===== src/rtl/sr_ctrl_pkg.sv =====
// Shared types and constants for the SR/JK flip-flop control blocks.
package sr_ctrl_pkg;

  typedef enum logic [1:0] {
    IDLE    = 2'd0,
    PULSE_S = 2'd1,
    PULSE_R = 2'd2,
    HOLDOFF = 2'd3
  } sr_arb_state_t;

  localparam int unsigned SR_PRIO_SET   = 0;
  localparam int unsigned SR_PRIO_RESET = 1;

  localparam int unsigned SR_HOLDOFF_W  = 8;

endpackage


===== src/rtl/debounce_channel.sv =====
// One button channel: 2-flop synchronizer, stability counter and registered rising-edge flag.
module debounce_channel #(
  parameter int unsigned DEBOUNCE_CYCLES = 16
) (
  input  logic clock,
  input  logic reset,
  input  logic btn,
  output logic stable,
  output logic rise
);

  localparam int unsigned CW = (DEBOUNCE_CYCLES > 1) ? $clog2(DEBOUNCE_CYCLES) : 1;
  localparam logic [CW-1:0] CNT_LAST = CW'(DEBOUNCE_CYCLES - 1);

  logic          meta;
  logic          sync;
  logic          stable_prev;
  logic [CW-1:0] count;

  always_ff @(posedge clock) begin
    if (reset) begin
      meta        <= 1'b0;
      sync        <= 1'b0;
      stable      <= 1'b0;
      stable_prev <= 1'b0;
      count       <= '0;
    end else begin
      meta        <= btn;
      sync        <= meta;
      stable_prev <= stable;
      // Any sample matching the accepted level restarts the stability window.
      if (sync == stable) begin
        count <= '0;
      end else if (count == CNT_LAST) begin
        stable <= ~stable;
        count  <= '0;
      end else begin
        count <= count + 1'b1;
      end
    end
  end

  assign rise = stable & ~stable_prev;

endmodule


===== src/rtl/sr_debounce_arbiter.sv =====
// Debounces set/reset buttons and issues mutually exclusive one-cycle s/r pulses with hold-off.
module sr_debounce_arbiter
  import sr_ctrl_pkg::*;
#(
  parameter int unsigned DEBOUNCE_CYCLES = 16,
  parameter int unsigned HOLDOFF_CYCLES  = 4,
  parameter int unsigned PRIORITY_RESET  = 1
) (
  input  logic clock,
  input  logic reset,
  input  logic set_btn_in,
  input  logic rst_btn_in,
  output logic s,
  output logic r,
  output logic busy,
  output logic conflict
);

  localparam logic PRIO_R = (PRIORITY_RESET == SR_PRIO_RESET);
  localparam logic [SR_HOLDOFF_W-1:0] HOLD_LAST = SR_HOLDOFF_W'(HOLDOFF_CYCLES - 1);

  logic set_stable, rst_stable;
  logic set_rise, rst_rise;
  logic set_pending, rst_pending;
  logic idle, go_set, go_rst, take_set, take_rst;

  sr_arb_state_t                state;
  logic [SR_HOLDOFF_W-1:0]      hold_cnt;

  debounce_channel #(
    .DEBOUNCE_CYCLES(DEBOUNCE_CYCLES)
  ) u_set_db (
    .clock (clock),
    .reset (reset),
    .btn   (set_btn_in),
    .stable(set_stable),
    .rise  (set_rise)
  );

  debounce_channel #(
    .DEBOUNCE_CYCLES(DEBOUNCE_CYCLES)
  ) u_rst_db (
    .clock (clock),
    .reset (reset),
    .btn   (rst_btn_in),
    .stable(rst_stable),
    .rise  (rst_rise)
  );

  always_comb begin
    idle     = (state == IDLE);
    go_set   = idle & set_pending & (~rst_pending | ~PRIO_R);
    go_rst   = idle & rst_pending & (~set_pending | PRIO_R);
    // A tie clears both flags; the loser is discarded.
    take_set = idle & set_pending;
    take_rst = idle & rst_pending;
    conflict = idle & set_pending & rst_pending;
  end

  always_ff @(posedge clock) begin
    if (reset) begin
      set_pending <= 1'b0;
      rst_pending <= 1'b0;
      state       <= IDLE;
      hold_cnt    <= '0;
      s           <= 1'b0;
      r           <= 1'b0;
      busy        <= 1'b0;
    end else begin
      set_pending <= (set_pending & ~take_set) | set_rise;
      rst_pending <= (rst_pending & ~take_rst) | rst_rise;
      s           <= 1'b0;
      r           <= 1'b0;
      unique case (state)
        IDLE: begin
          if (go_set) begin
            state <= PULSE_S;
            s     <= 1'b1;
            busy  <= 1'b1;
          end else if (go_rst) begin
            state <= PULSE_R;
            r     <= 1'b1;
            busy  <= 1'b1;
          end
        end
        PULSE_S, PULSE_R: begin
          state    <= HOLDOFF;
          hold_cnt <= '0;
        end
        HOLDOFF: begin
          if (hold_cnt == HOLD_LAST) begin
            state <= IDLE;
            busy  <= 1'b0;
          end else begin
            hold_cnt <= hold_cnt + 1'b1;
          end
        end
        default: begin
          state <= IDLE;
          busy  <= 1'b0;
        end
      endcase
    end
  end

endmodule


===== config.mk =====
export PLATFORM = sky130hd
export DESIGN_NAME = sr_debounce_arbiter
export DESIGN_NICKNAME = d
export VERILOG_FILES = /design/src/rtl/sr_ctrl_pkg.sv /design/src/rtl/debounce_channel.sv /design/src/rtl/sr_debounce_arbiter.sv
export SDC_FILE = /design/constraint.sdc
export NUM_CORES = 1
export LEC_CHECK = 0
export ABC_AREA = 1
export CAP_MARGIN = 0
export CORE_MARGIN = 2
export CORE_UTILIZATION = 57
export DETAILED_ROUTE_END_ITERATION = 10
export HOLD_SLACK_MARGIN = 0.02
export PLACE_DENSITY = 0.77
export SLEW_MARGIN = 0
export SYNTH_ARGS = -nofsm -noshare
export SYNTH_HDL_FRONTEND = slang
export SYNTH_SLANG_ARGS = --single-unit
export TNS_END_PERCENT = 30

===== constraint.sdc =====
create_clock -name clock -period 1.7 [get_ports clock]
set_input_delay 0.17 -clock clock [delete_from_list [all_inputs] [get_ports clock]]
set_output_delay 0.17 -clock clock [all_outputs]
set_load 0.03 [all_outputs]

==> results.json, run 1 <==
{
  "holdBufCountCts": 0,
  "met3WireLength_um": 75,
  "power_frac_comb_pct": 9.2,
  "crit_start": "state[1]",
  "reg2reg_slack_ns": 0.25,
  "yosys.area_share.xor_xnor_pct": 1.87,
  "syn_area_um2": 1410,
  "comb_cells": 121,
  "synth_area_leader_cell": "dfxtp_1",
  "place_ws_ns": 0.147,
  "regArea_um2": 621,
  "yosysWarnings": 0,
  "path_cells": "inv_1, ha_1, nand2_1, nor2_1, clkdlybuf4s15_1",
  "cp_slowest_cell": "clkdlybuf4s15_1",
  "reg_top3": "hold_cnt (8), u_rst_db.count (4), u_set_db.count (4)",
  "cts_buffers": 5,
  "end_kind": "primary output",
  "grt_antenna_before_repair": 0,
  "setup_tns_ns": 0,
  "clock_latency_ns": 0.34,
  "worst-path-stages": 5,
  "log.warning_count": 27,
  "vias": 1154,
  "ys_sh_aoi_pct": 8.99,
  "worstReg2RegStart": "state[1]",
  "fin_skew_ns": 0.00594,
  "ant_nets": 0,
  "buffers_excl_clock": 10,
  "p_per_area_nw_per_um2": 821,
  "fp.dieW_um": 53.7,
  "cts_tree": "done",
  "grt_usage_pct": 21.5,
  "p_leak_uw": 0.000651,
  "fin_crit_ns": 1.62,
  "critPathRequiredTime_ns": 1.53,
  "synthTopCellsByArea": "dfxtp_1 44%, nand2_1 8.3%, nand3_1 7.5%",
  "power.share.sequential_pct": 58.9,
  "fin_ws_ns": 0.0838,
  "fillers": 189,
  "io_pins": 8,
  "placedCellCount": 217,
  "finalHoldViolCount": 0,
  "path_clk_slew_ns": 0.09,
  "grt_pass1_wl_um": 4280,
  "cts_sinks": 31,
  "dpl.hpwl_um": 1890,
  "synth.area.mux_share_pct": 0,
  "finalClockPeriodUsage_pct": 95.1,
  "fp.coreArea_um2": 2280,
  "fp_util_pct": 61.8,
  "synthDistinctLibCells": 25,
  "slew_headroom_pct": 79.4,
  "cts_setup_buffers": 0,
  "yosys_cells": 184,
  "final_cell_mix": "31 x nand2_1, 31 x dfxtp_1, 24 x inv_1, 24 x nor2_1, 21 x nand3_1",
  "grt_start_max_net_pins": 19,
  "clock_buffers": 6,
  "totalWireLength_um": 2500,
  "combGateArea_um2": 639,
  "die-area_um2": 2880,
  "antenna_cells": 0,
  "status": "finished, final reports clean",
  "wl_per_cell_um": 11.1,
  "ys_ff": 31,
  "grt_overflow": 0,
  "met2_length_um": 1280,
  "drtIter0Drc": 19,
  "largest_register_ffs": 8,
  "place.gp.congestion": 0.804,
  "viasPerCell": 5.13,
  "switchingPower_uw": 328,
  "grt_util_met2_pct": 39.4,
  "async_flop_share_pct": 0,
  "path_buffers": 2
}
[run 1: metrics by stage]
stage | hold slack (ns) | cell area (um^2) | power [uW] | util, %
after detailed placement | 0.406 | 1490 | 879 | 65.4
after floorplan | 0.277 | 1410 | 839 | -
after global placement | 0.393 | 1490 | 872 | 65.4
after CTS | 0.338 | 1540 | 1290 | 67.7
after global routing | 0.370 | 1540 | 1320 | 67.8
final | 0.355 | 1540 | 1270 | 67.8
[run 1: power groups by stage]
| stage | combinational, uW | clock, uW | sequential [uW] |
|---|---|---|---|
| 3_5_place_dp | 116 | 0 | 763 |
| 6_report | 117 | 405 | 746 |
| 2_1_floorplan | 70.9 | 0 | 768 |
| 5_1_grt | 130 | 447 | 747 |
| 3_3_place_gp | 111 | 0 | 761 |
| 4_1_cts | 117 | 422 | 746 |
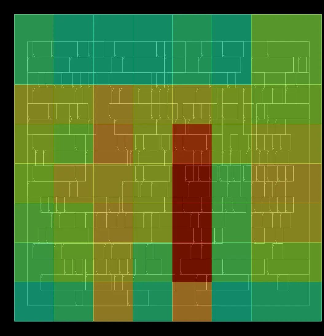
Fig. 1. Congestion heat map (run 1).
met3 GRT Util: 5.83%
final core occ: 67.8%
Top Usage Layer GRT: met2

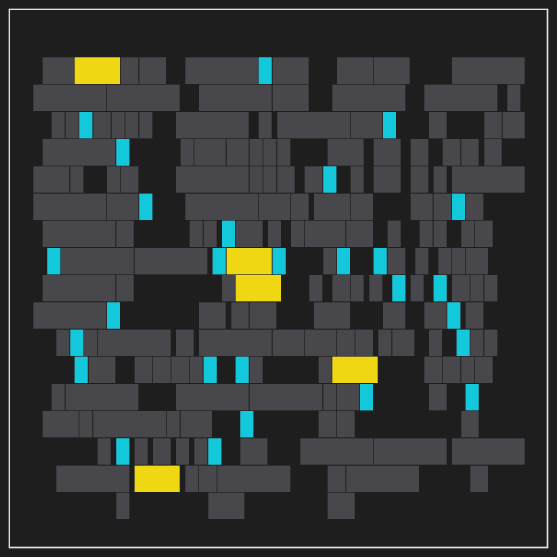
Fig. 2. Selected gate families (run 1).
Scale: 10 px per um.
adder and majority cells: marked yellow, cells 5. inverters: marked cyan, cells 27.

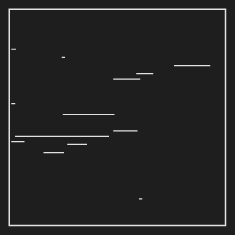
Fig. 3. Signal wires on met3 (run 1).
Scale: 4 px per um.
The layer carries 75.2 um of wire. 7 nets have wire on it.

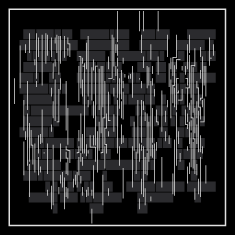
Fig. 4. M2 wires (run 1).
Scale: 4 px per um. Cells faint in the background.
170 nets have wire on it. The layer carries 1280 um of wire. The longest straight run is 22.4 um. The wires run mostly vertical. The layer holds 51% of the routed length.

Fig. 5: run 1, sizing map
Scale: 10 px per um.
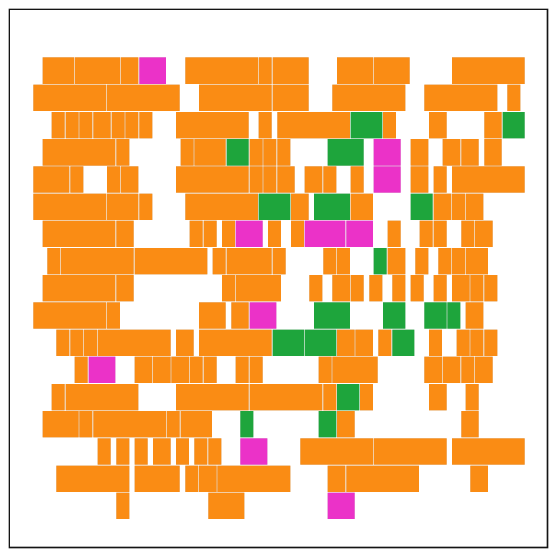

==> run 2: changes to the inputs <==
CORE_UTILIZATION = 58   (was 57)
CTS_BUF_LIST = sky130_fd_sc_hd__clkbuf_2   (was default)
PLACE_DENSITY = 0.78   (was 0.77)
SLEW_MARGIN = 15   (was 0)
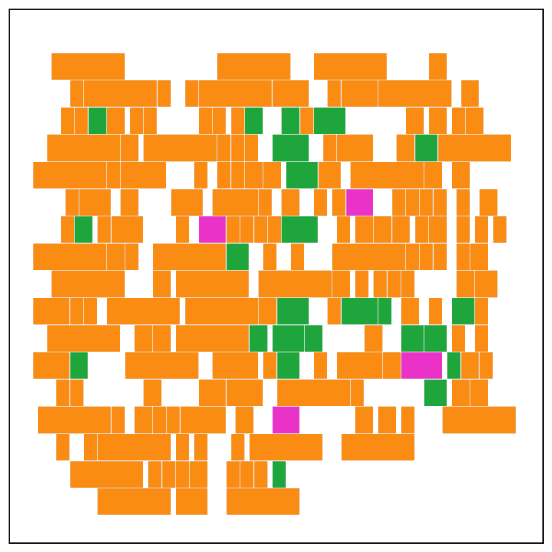
Fig. 6. Sizing map (run 2).
Scale: 10 px per um.
drive 2: marked green, cells 24, share 12%, most used clkbuf_2. drive 1 or less: marked orange, cells 169, share 86%. drive 3 to 4: marked magenta, cells 4, share 2.0%, most used buf_4.

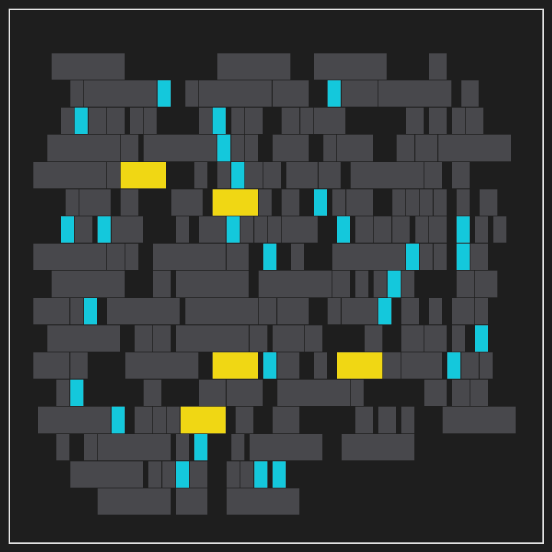
Fig. 7. Selected gate families (run 2).
Scale: 10 px per um.
adder and majority cells: marked yellow, cells 5. inverters: marked cyan, cells 27, where spread over the die.

==> results.json, run 2 <==
{
  "end_kind": "primary output",
  "synth.logic.top_family": "simple AND/OR/NAND/NOR gates",
  "die-area_um2": 2830,
  "wl_per_cell_um": 11.4,
  "p_leak_uw": 0.000651,
  "fin_util_pct": 67.5,
  "largest_register_ffs": 8,
  "worst_hold_slack_ns": 0.326,
  "status": "finished, final reports clean",
  "combGateArea_um2": 639,
  "io_pins": 8,
  "yosys_cells": 184,
  "syn_area_um2": 1410,
  "log.warning_count": 27,
  "crit_family": "buffers and inverters",
  "fp.dieW_um": 53.2,
  "cts_tree": "done",
  "p_per_area_nw_per_um2": 785,
  "holdBufCountCts": 0,
  "clk_path_buf_depth": 2,
  "async_flop_share_pct": 0,
  "cts_setup_buffers": 0,
  "grt_overflow": 0,
  "yosys.area_share.xor_xnor_pct": 1.87,
  "fin_crit_ns": 1.53,
  "slew_headroom_pct": 78.7,
  "dpl_cell_area_um2": 1490,
  "setup_tns_ns": 0,
  "buffers_excl_clock": 10,
  "ys_sh_aoi_pct": 8.99,
  "critPathRequiredTime_ns": 1.53,
  "worstReg2RegStart": "hold_cnt[0]",
  "power.total_uw": 1190,
  "fp.coreArea_um2": 2250,
  "cts_buffers": 5,
  "crit_start": "busy",
  "clock_buffers": 6,
  "viasPerCell": 5.17,
  "place_ws_ns": 0.142,
  "path_cells": "clkdlybuf4s50_1",
  "buf_share_pct": 5.76,
  "fp_nets": 193,
  "antenna_cells": 0,
  "placedCellCount": 217,
  "path_clk_slew_ns": 0.14,
  "ys_sh_adder_pct": 4.45,
  "vias": 1164,
  "finalHoldViolCount": 0,
  "synthDistinctLibCells": 25,
  "grt_antenna_before_repair": 0,
  "reg2reg_slack_ns": 0.26,
  "yosysWarnings": 0,
  "synth_area_leader_cell": "dfxtp_1",
  "grt_usage_pct": 21.9,
  "grt_start_max_net_pins": 19,
  "grt_pass1_wl_um": 4380,
  "ant_nets": 0,
  "regArea_um2": 621,
  "fp_util_pct": 62.4,
  "comb_cells": 121,
  "totalWireLength_um": 2570,
  "ys_ff": 31,
  "cts_sinks": 31,
  "synthTopCellsByArea": "dfxtp_1 44%, nand2_1 8.3%, nand3_1 7.5%",
  "finalClockPeriodUsage_pct": 90.0,
  "synth.area.mux_share_pct": 0,
  "reg_top3": "hold_cnt (8), u_rst_db.count (4), u_set_db.count (4)",
  "fillers": 208,
  "stdcell_area_um2": 1520,
  "place.gp.congestion": 0.709,
  "drtIter0Drc": 26,
  "fin_skew_ns": 0.0176,
  "drive_above_1_share_pct": 14.2,
  "clock_latency_ns": 0.36,
  "dpl.hpwl_um": 1900,
  "final_cell_mix": "31 x nand2_1, 31 x dfxtp_1, 24 x inv_1, 24 x nor2_1, 21 x nand3_1",
  "cp_slowest_cell": "clkdlybuf4s50_1",
  "fin_ws_ns": 0.169
}
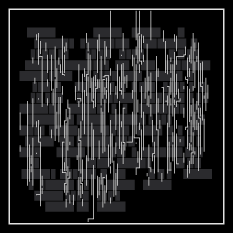
Fig. 8. M2 wires (run 2).
Scale: 4 px per um. Cells faint in the background.
The longest straight run is 21.1 um. The wires run mostly vertical. The layer carries 1320 um of wire.

[run 2: cell types whose count changed in the layout (fill, tap and decap cells not counted), sizes merged]
| cell | change |
|---|---|
| clkinvlp | -1 |
| clkdlybuf4s15 | -1 |
| clkbuf | +1 |
| clkinv | +1 |
[run 2: routing by layer]
layer  routed length (um)  vias to the layer above  track usage [%]
met5                    0                        -                0
met4                   63                        0             12.8
met3                   61                        6             5.93
met2                 1320                       11             39.3
met1                 1130                      542             22.3
li1                     -                      605                -
[run 2: path summary, 6_finish.rpt]
kind                                 endpoint  cells past startpoint
worst max-delay path                     busy                      1
worst min-delay path            u_rst_db.meta                      3
worst max register to register    hold_cnt[2]                      8
worst min register to register  u_rst_db.sync                      2
[run 2: power by group]
group | switching [uW] | internal (uW)
sequential | 7.16 | 740
combinational | 73.4 | 41.1
clock | 234 | 99.0
Fig. 9: run 2, congestion heat map
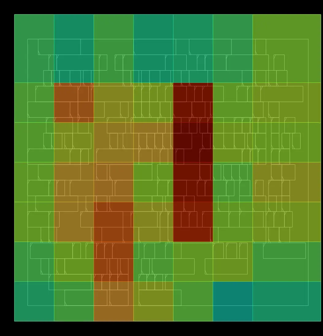

==> run 3: changes to the inputs <==
CTS_CLUSTER_SIZE = 25   (was default)
SYNTH_HIERARCHICAL = 1   (was default)
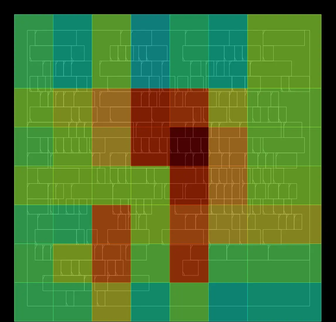
Fig. 10. Congestion heat map (run 3).
met3 GRT Util: 8.20%
GR Layer Usage met1: 23.5%

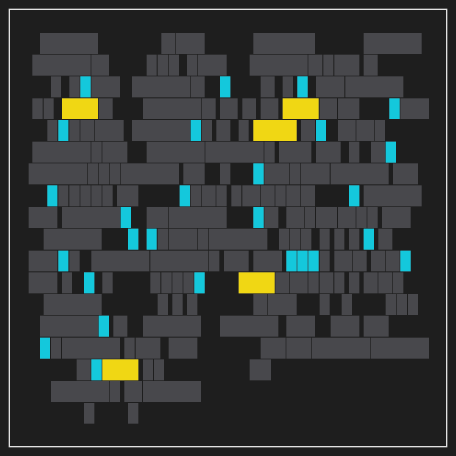
Fig. 11. Selected gate families (run 3).
Scale: 8 px per um.
inverters: marked cyan, cells 27. adder and majority cells: marked yellow, cells 5.

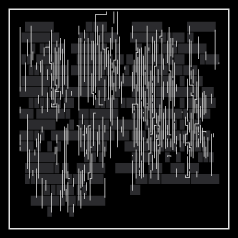
Fig. 12. M2 wires (run 3).
Scale: 4 px per um. Cells faint in the background.
The layer carries 1450 um of wire. The longest straight run is 29.6 um.

==> results.json, run 3 <==
{
  "finalClockPeriodUsage_pct": 94.5,
  "reg2reg_slack_ns": 0.31,
  "grt_util_met2_pct": 40.6,
  "fp_nets": 202,
  "fp.coreArea_um2": 2450,
  "slew_headroom_pct": 75.9,
  "reg_top3": "hold_cnt (8), u_rst_db/count (4), u_set_db/count (4)",
  "path_clk_slew_ns": 0.17,
  "io_pins": 8,
  "grt_overflow": 0,
  "p_per_area_nw_per_um2": 1010,
  "holdBufCountCts": 0,
  "fin_util_pct": 66.1,
  "fillers": 210,
  "fp_util_pct": 60.2,
  "r2r-end": "state[1]",
  "setup_tns_ns": 0,
  "synth_area_leader_cell": "dfxtp_1",
  "async_flop_share_pct": 0,
  "clk_path_buf_depth": 2,
  "totalWireLength_um": 2780,
  "regArea_um2": 622,
  "syn_area_um2": 1480,
  "comb-power_uw": 503,
  "placedCellCount": 230,
  "seq_power_uw": 796,
  "p_int_uw": 1020,
  "cts_buffers": 5,
  "swShare_pct": 37.8,
  "path_cells": "inv_1, ha_2, nand2_1, nor2_1, buf_4",
  "status": "finished, final reports clean",
  "cts_setup_buffers": 0,
  "dpl.hpwl_um": 2030,
  "power_frac_comb_pct": 30.5,
  "r2r_cells": 8,
  "die-area_um2": 2970,
  "power.total_uw": 1650,
  "cts_tree": "done",
  "log.warning_count": 27,
  "cts_sinks": 31,
  "worstReg2RegStart": "hold_cnt[0]",
  "top_layer_used": "met4",
  "end_kind": "primary output",
  "synthTopCellsByArea": "dfxtp_1 42%, nor2_1 9.1%, nand2_1 8.4%",
  "power.group.top": "registers",
  "clockPowerShare_pct": 21.1,
  "crit_family": "flip-flops",
  "grt_pass1_wl_um": 4650,
  "power.share.sequential_pct": 48.4,
  "viasPerCell": 5.16,
  "antenna_cells": 0,
  "ant_nets": 0,
  "clk-power_uw": 347,
  "cp_slowest_cell": "dfxtp_2",
  "wl_per_cell_um": 11.7,
  "synthDistinctLibCells": 22,
  "hold_end": "u_rst_db/meta"
}
## run 3: cell types whose count changed after synthesis, moves of 4 or more
cell / delta
a21oi_1: -4
nand3_2: +8
nand4_1: +4
nor2_1: +12
nand3_1: -8
a21oi_2: +4
## run 3: kinds of logic after synthesis
kind of cell | count (synthesis) | synth area share [%]
xor gates and xnor gates | 2 | 1.18
adders and majority gates | 5 | 4.23
buffers and inverters | 31 | 9.31
DFF | 31 | 42.0
AOI/OAI and AO/OA | 17 | 7.78
and+or+nand+nor | 107 | 35.5
## run 3: final cells by class
class | instances | share of cell area, %
multi-input cells | 131 | 44.6
flip-flops and latches | 31 | 38.3
inverters | 27 | 6.25
repair buffers | 11 | 6.02
well taps | 30 | 2.31
clock buffers | 5 | 1.54
clock inverters | 3 | 0.926
No activity file was given, so power comes from the tool's default toggle rates.
